util_map.png
Scale: 4 px per um. The die is cut into 6 by 6 equal tiles; white is low, dark blue is high, 0 to 100% covered.
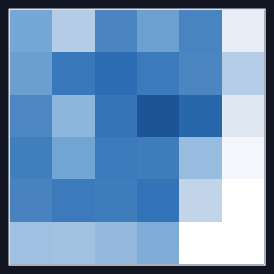
clock_wires.png
Scale: 10 px per um.
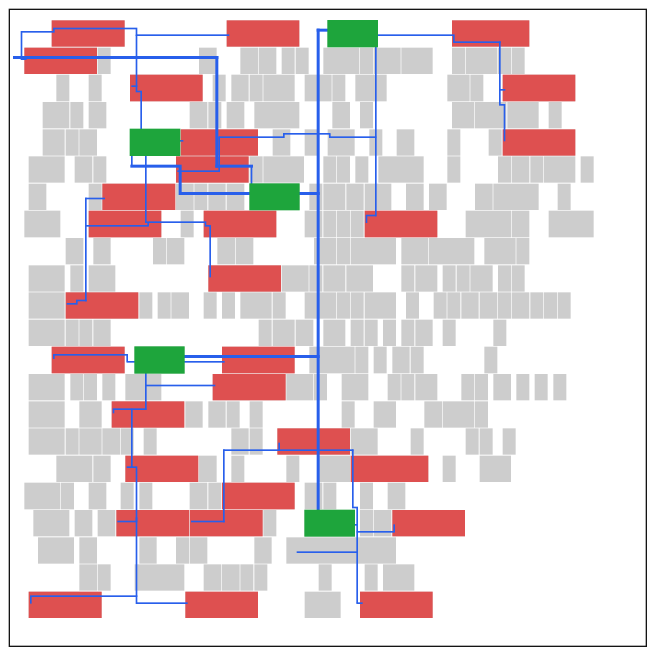
===== config.mk =====
export PLATFORM = sky130hd
export DESIGN_NAME = divider_ctrl
export DESIGN_NICKNAME = d
export VERILOG_FILES = /design/src/rtl/divider_ctrl.sv
export SDC_FILE = /design/constraint.sdc
export NUM_CORES = 1
export LEC_CHECK = 0
export ABC_AREA = 1
export CAP_MARGIN = 30
export CORE_UTILIZATION = 45
export DETAILED_ROUTE_END_ITERATION = 10
export PLACE_DENSITY = 0.66
export SLEW_MARGIN = 20
export SYNTH_ARGS = -nofsm -noshare
export SYNTH_HDL_FRONTEND = slang
export SYNTH_SLANG_ARGS = --single-unit

===== constraint.sdc =====
create_clock -name CLK -period 2.33 [get_ports CLK]
set_input_delay 0.3495 -clock CLK [delete_from_list [all_inputs] [get_ports CLK]]
set_output_delay 0.3495 -clock CLK [all_outputs]
set_load 0.01 [all_outputs]

===== src/rtl/divider_ctrl.sv =====
// Run-time programmable clock-divider controller: square-wave OUT, TICK per period,
// glitch-free ratio swaps at period boundaries. Define DIVIDER_CTRL_AUTOSTART_EN to leave reset already running.
module divider_ctrl #(
   parameter int WIDTH       = 8,
   parameter int DEFAULT_DIV = 10
) (
   input  logic             CLK,
   input  logic             RESET,
   input  logic [WIDTH-1:0] DIV_IN,
   input  logic             LOAD,
   input  logic             START,
   input  logic             STOP,
   output logic             OUT,
   output logic             TICK,
   output logic             BUSY,
   output logic             ACK,
   output logic             ERR
);

   typedef enum logic [1:0] {
      ST_IDLE,
      ST_RUN,
      ST_STOPPING
   } state_e;

   localparam logic [WIDTH-1:0] DEFAULT_N = WIDTH'(DEFAULT_DIV);
   localparam logic [WIDTH-1:0] ONE       = WIDTH'(1);
   localparam logic [WIDTH-1:0] MIN_DIV   = WIDTH'(2);

`ifdef DIVIDER_CTRL_AUTOSTART_EN
   localparam state_e RESET_STATE = ST_RUN;
`else
   localparam state_e RESET_STATE = ST_IDLE;
`endif

   state_e           state_q, state_d;
   logic [WIDTH-1:0] cnt_q, cnt_d;
   logic [WIDTH-1:0] n_act_q, n_act_d;
   logic [WIDTH-1:0] n_pend_q, n_pend_d;
   logic             pend_q, pend_d;
   logic             ack_q, ack_d;
   logic             err_q, err_d;

   logic busy;
   logic boundary;
   logic load_ok;

   assign busy     = (state_q != ST_IDLE);
   assign boundary = busy && (cnt_q == n_act_q - ONE);
   assign load_ok  = LOAD && (DIV_IN >= MIN_DIV);

   // NOTE: every signal written here gets a default first, so no path can infer a latch.
   always_comb begin
      state_d  = state_q;
      cnt_d    = cnt_q;
      n_act_d  = n_act_q;
      n_pend_d = n_pend_q;
      pend_d   = pend_q;
      ack_d    = 1'b0;
      err_d    = LOAD && !load_ok;

      if (busy) begin
         cnt_d = boundary ? '0 : cnt_q + ONE;
      end

      unique case (state_q)
         ST_IDLE: begin
            if (START && !STOP) begin
               state_d = ST_RUN;
               cnt_d   = '0;
            end
         end
         ST_RUN: begin
            if (STOP) begin
               state_d = ST_STOPPING;
            end
         end
         ST_STOPPING: begin
            // A START alone cancels the stop without touching the counter.
            if (START && !STOP) begin
               state_d = ST_RUN;
            end else if (boundary) begin
               state_d = ST_IDLE;
            end
         end
         default: state_d = ST_IDLE;
      endcase

      // Ratio swaps only where a period has just ended, so no runt pulse appears.
      if (pend_q && (!busy || boundary)) begin
         n_act_d = n_pend_q;
         pend_d  = 1'b0;
         ack_d   = 1'b1;
      end

      if (load_ok) begin
         n_pend_d = DIV_IN;
         pend_d   = 1'b1;
      end
   end

   // NOTE: state registers use non-blocking assignments so all flops update together.
   always_ff @(posedge CLK) begin
      if (RESET) begin
         state_q  <= RESET_STATE;
         cnt_q    <= '0;
         n_act_q  <= DEFAULT_N;
         n_pend_q <= DEFAULT_N;
         pend_q   <= 1'b0;
         ack_q    <= 1'b0;
         err_q    <= 1'b0;
      end else begin
         state_q  <= state_d;
         cnt_q    <= cnt_d;
         n_act_q  <= n_act_d;
         n_pend_q <= n_pend_d;
         pend_q   <= pend_d;
         ack_q    <= ack_d;
         err_q    <= err_d;
      end
   end

   assign OUT  = busy && (cnt_q < (n_act_q >> 1));
   assign TICK = boundary;
   assign BUSY = busy;
   assign ACK  = ack_q;
   assign ERR  = err_q;

endmodule

==> flow_summary.yaml <==
# implementation run metrics
status:
  outcome: "complete, no violations"
grt:
  grt_start_max_net_pins: 18
  met1_usage_pct: 26.4
  use_met3_pct: 3.62
  grt_pass1_vias: 1446
  met2_layer_usage_reported_by_global_route_pct: 31.4
  grt_busiest_layer: "met2"
setup_path:
  timing.critical_path.required_ns: 1.98
  worstReg2RegEnd: "cnt_q[3]"
  reg2reg_slack_ns: 0.40
  rr_worst_depth: 13
  startpoint: "n_act_q[0]"
  cp_most_frequent_cell: "nor2_1"
  crit_path_max_incr_delay_ns: 0.32
  timing.critical_path.fanout_max: 2
  critPathArrivalTime_ns: 1.81
  endpoint_of_the_most_critical_setup_path: "TICK"
cts:
  ctsResizeCount: 5
  cts_max_path_buffers: 2
  post-cts-setup-buffer-count: 0
  clock_tree_from_tritoncts: "built"
  cts.root.buffer_cell: "clkbuf_8"
  cts_hold_buf: 0
die:
  die_y_um: 63.6
  num_io_pins: 18
  chip_area_mm2: 0.00404
  num_tap_cells: 48
  fp.dieW_um: 63.6
worst_hold_path:
  hold_start: "n_pend_q[1]"
  hold_path.class: "register to register"
pwr:
  pwr-share-comb_pct: 16.1
  p_comb_uw: 210
  sequential_logic_power_uw: 546
  power_switching_share_pct: 26.2
  power.clock.total_uw: 548
  total_leakage_power_uw: 0.000929
  p_seq_share_pct: 41.9
cells_and_area:
  design.seq.count: 29
  n_antenna_cell: 0
  area_share_clock_buf_inv_pct: 5.85
  number_of_nets_at_the_end_of_the_flow: 297
  leading_cell_category_by_total_area: "combinational gates"
  layout.core_utilization_pct: 56.1
  clkbuf_count: 6
  fin_cells: 325
  seq-cell-share_pct: 28.5
  post_route_cells_drive_above_1_share_pct: 10.8
  filler_cell_count: 369
  n_all_inverters: 34
  seq_area_um2: 584
  area.share.combinational_pct: 46.4
  flow.area_growth_from_synthesis_pct: 20.4
  logic_area_um2: 952
placed_design:
  place_area_mm2: 0.00193
  post-dp-hpwl_um: 2700
  place_congestion: 0.888
  placement.io_buffers: 17
  dp_cells: 317
synthesis:
  area_leaders: "dfxtp_1, nand2_1, nand3_1"
  post_synth_ao_oa_area_fraction_pct: 12.0
  syn_avg_cell_area_um2: 6.71
  synthDistinctLibCells: 30
  post_synth_regs: 29
  netlist.area_leader.share_pct: 34.0
  synth.comb.largest_family: "simple AND/OR/NAND/NOR gates"
  yosysWarnings: 0
  syn_nets: 275
  netlist_instances: 254
  synth.cell_area_mm2: 0.00171
  yosys.stat.chipArea_mm2: 0.00171
timing:
  grt_setup_unrepaired: "no"
  max-slew-margin-rel_pct: 60.7
  timing.final.max_slew_violations: 0
routing:
  met3_wirelength_um: 117
  via_count: 1565
  totalWireLength_um: 3530
  top_routing_layer_used: "met4"
  postRouteAntennaNets: 0
job:
  tool_warnings: 26
Back to the opening pictures, util_map.png:
- mean over tiles: 49%
- nearly empty tiles: 8.3%
- fullest tile: 86%
- emptiest ninth of the die: bottom right
- tiles over 75% full: 8.3%

Back to the opening pictures, clock_wires.png:
- red: flip-flops (count 29)
- green: clock-net drivers (count 5)
- blue: clock wires (length 403 um)
- routed clock nets: 6

-- sequential cells by signal (all words and copies together) (netlist names) --
register	cells
ACK	1
n_pend_q	8
state_q	2
pend_q	1
n_act_q	8
ERR	1
cnt_q	8
-- cells in the mapped netlist --
cell type / number
nand3_1: 25
clkinv_1: 1
clkbuf_2: 1
buf_8: 1
and2_1: 1
a21oi_1: 21
and3_1: 1
inv_1: 33
nand2_4: 1
nor2_1: 31
a211oi_1: 1
or2_2: 3
nor3_1: 2
buf_4: 1
ha_1: 8
a21oi_2: 3
xnor2_1: 4
buf_2: 1
xor2_1: 6
o21ai_0: 10
nor4_1: 1
a21boi_0: 1
nand4_1: 3
nand2_2: 2
nand2_1: 55
dfxtp_1: 29
o211ai_1: 1
nand3b_1: 1
clkbuf_1: 4
nor2_2: 2
Power is estimated from default activity; no workload was simulated.
